==> config.mk <==
export PLATFORM = sky130hd
export DESIGN_NAME = dma_read_tlp
export DESIGN_NICKNAME = d
export VERILOG_FILES = /design/src/rtl/dma_read_tlp.sv
export SDC_FILE = /design/constraint.sdc
export NUM_CORES = 1
export LEC_CHECK = 0
export ABC_CLOCK_PERIOD_IN_PS = 3400
export CAP_MARGIN = 20
export CORE_MARGIN = 2
export CORE_UTILIZATION = 51
export CTS_BUF_LIST = sky130_fd_sc_hd__clkbuf_4
export DETAILED_ROUTE_END_ITERATION = 10
export HOLD_SLACK_MARGIN = 0.06
export PLACE_DENSITY_LB_ADDON = 0.2
export SETUP_SLACK_MARGIN = 0.15
export SKIP_LAST_GASP = 1
export SLEW_MARGIN = 5
export SYNTH_ARGS = -nofsm -noshare
export SYNTH_HDL_FRONTEND = slang
export SYNTH_SLANG_ARGS = --single-unit
export TNS_END_PERCENT = 20
==> constraint.sdc <==
create_clock -name clk -period 3.4 [get_ports clk]
set_input_delay 0.68 -clock clk [delete_from_list [all_inputs] [get_ports clk]]
set_output_delay 0.68 -clock clk [all_outputs]
set_load 0.01 [all_outputs]
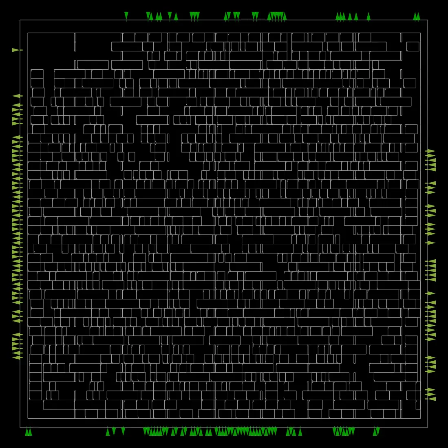
**Above:** cell placement.
Tapcells: 176
flop share of the area: 27.39%
Core Util, Final: 68.09%
Core Region: 13300 um2
row cnt: 42

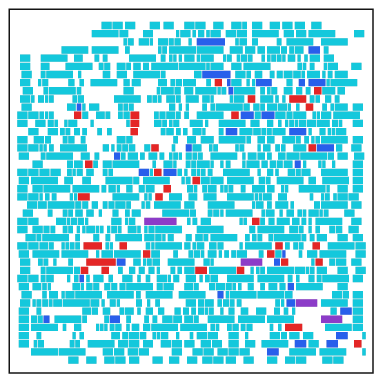
**Above:** cells by drive strength.
Drawn at 3 px/um.
x2 -> blue  # cells 33
x6 and larger -> purple  # cells 4
x3 and x4 -> red  # cells 34
x1 and smaller -> cyan  # cells 935
Non-clock buffers: 188
Final Cell Area: 9052 um2
Layout area overhead: 30.17%

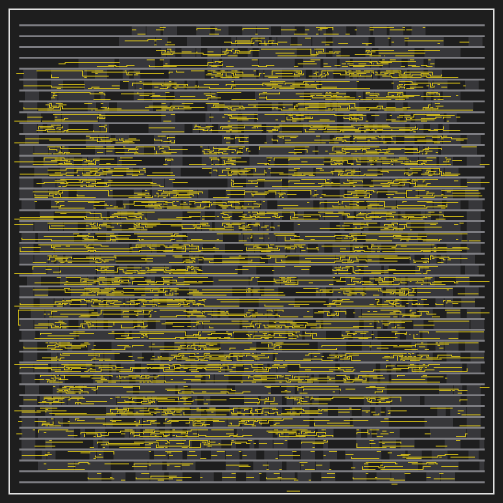
**Above:** M1 wires.
Drawn at 4 px/um. Supply wires on this layer in gray. Cells faint in the background.
wire length on this layer = 9170 um
share of all routed wire = 42%
longest straight run = 27.6 um
main direction = horizontal
Vias: 7384
met1 GRT Util: 40.53%
Post-Route WL: 21810 um

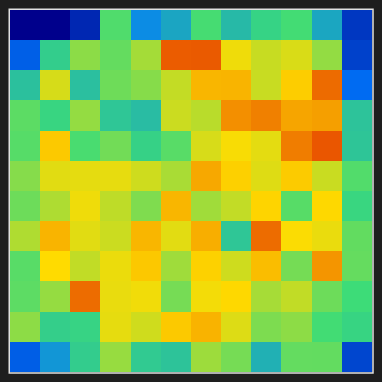
**Above:** cell area per tile.
Drawn at 3 px/um. The die is cut into 12 by 12 equal tiles; dark blue is low, red is high, 0 to 100% covered.
fullest tile = 90%
tiles over 75% full = 22%
nearly empty tiles = 1.4%
mean over tiles = 61%
emptiest ninth of the die = north-west
Initial Util: 52.31%

==> impl_metrics.ini <==
; physical design summary
[status]
outcome = completed

[pwr]
clkPwrFrac_pct = 7.5
p_int_mw = 4.516
ir_drop_mv = 0.4249
p_leak_nw = 3.664
comb_power_mw = 5.45
netSwitchingPower_mw = 4.128
pg_clk_mw = 0.647
comb_power_share_pct = 63.0
p_total_mw = 8.644
p_sw_share_pct = 47.76
seqPwrFrac_pct = 29.5
maxPowerGroup = combinational logic
pg_seq_mw = 2.55
p_per_area_nw_per_um2 = 954.9

[timing]
fmax_mhz = 323.3
min_period_over_period_pct = 90.96
tightest_slew_ns = 0.9193
min_period_ns = 3.093
finalSetupTns_ns = 0
whs_ns = 0.09947
slew_headroom_pct = 38.58
layout_setup_ws_ns = 0.3074
hold_viol_final = 0
finalMaxSlewViolations = 0
finClkSkew_ns = 0.01793
finalSetupViolCount = 0
rsz0062_at_grt = no

[setup_path]
max_stage_delay_ns = 0.49
critical_path_arrival_ns = 3.50
r2r_cells = 14
slowest_stage = dfrtp_2
crit_cells = 14
cp_data_required_time_ns = 3.80
worst_setup_path_end_kind = register
critPathKind = register to register
cp_num_buf_inv = 2
cp-start-kind = register
path_max_fanout = 8
cp_top_family = AND-OR/OR-AND gates
regToRegSetupSlack_ns = 0.31
path_cells = inv_1 > ha_2 > nand2b_1 > or2_2 > xnor2_2 > ha_1 > a21o_1 > a21oi_1 > nor2b_1 > o21ai_1 > o311ai_2 > buf_4 > mux2i_1 > mux2_2

[detailed_routing]
drt_iter0_markers = 651
dr.pass1.iters = 5
drc_errors = 0
vias_per_cell = 6.247
ant_nets = 0
routedWlPerCell_um = 18.45

[clocking]
clock_latency_ns = 0.50
cts-root-buf = clkbuf_4
tritoncts = done
cts_made_buffers = 9
cts_setup_buffers = 0
htree_levels = 3
cts_sinks = 99
clockBufferDepth = 2
path_clk_slew_ns = 0.16
hold_buffers = 0

[global_route]
track_usage_pct = 29.89
grt_pass1_wl_um = 34630
antenna_found_initial = 0
met2_usage_pct = 47.00
grt_pass1_vias = 6743
grt_overflow = 0
busiest_layer = met2
globalRouteMet3Util_pct = 6.368
grt_max_degree = 87

[flow_run]
openroad.warnings = 28
drv_cap = 0

[yosys]
synth_warnings = 0
avgSynthCellArea_um2 = 8.191
ys_chip_area_um2 = 6954
yosys_register_bits = 99
area_leaders = dfrtp_1 36%, a21oi_1 6.5%, ha_1 5.4%
yosys.area.top_type = dfrtp_1
synthArstFlopShare_pct = 100.0
synthFlopType = dfrtp_1
syn_inst = 849
edf_count = 0
ys_cells = 849
ys_seq_share_pct = 35.62
ys_types = 69
synthDominantCellAreaShare_pct = 35.62
synth_area_um2 = 6954
synthMostInstantiatedCell = dfrtp_1
top_cells_by_count = 99 x dfrtp_1, 90 x a21oi_1, 86 x nand2_1, 74 x nor2_1, 42 x nand3_1

[placed_design]
dpl.cell_count = 1166
gp_congestion = 0.9093
pre_cts_slack_ns = 0.2393
dpl-instance-area_um2 = 8866
dp_hpwl_um = 15500
io_buffer_count = 171

[floorplan]
fp.dieH_um = 120.8
pin_count = 176
die_x_um = 120.8
die_area_um2 = 14590

[layout]
nFillCells = 1155
layout-drive-gt1-share_pct = 7.058
flop_area_um2 = 2480
largest_reg_flops = 62
final_common_cell = clkdlybuf4s50_1
antenna_cells = 0
logic_area_um2 = 4222
layout.nets = 1123
instances_no_fill = 1182
final_cell_mix = 170 x clkdlybuf4s50_1, 97 x dfrtp_1, 89 x a21oi_1, 85 x nand2_1, 73 x nor2_1

[hold_path]
hold_path.class = input port to asynchronous set/reset pin
==> timing repair <==
item,4_1_cts,5_1_grt
resized,5,7
cloned,0,0
endpoints found under the setup margin,3,8
hold endpoints to repair,0,0
==> cells by family after synthesis <==
logic type	Yosys count	synth area share (%)
other cells	1	0.05392
flops	99	35.62
simple gates	348	24.94
mux	17	2.573
xor+xnor	18	2.267
compound gates	254	23.91
buf+inv	80	4.660
fa+ha+maj	32	5.973
==> per-layer routing <==
layer  wire [um]  part of all wire, %
met1        9170                   42
met2       10090                   46
met3        1926                  8.8
met4         626                  2.9
met5           0                    0
==> area by class of cell <==
type	count	area share [%]
clock buffers	9	0.7464
flip-flops and latches	99	27.39
multi-input cells	671	46.63
inverters	32	1.327
clock inverters	7	0.7602
well taps	176	2.433
repair buffers	188	20.70
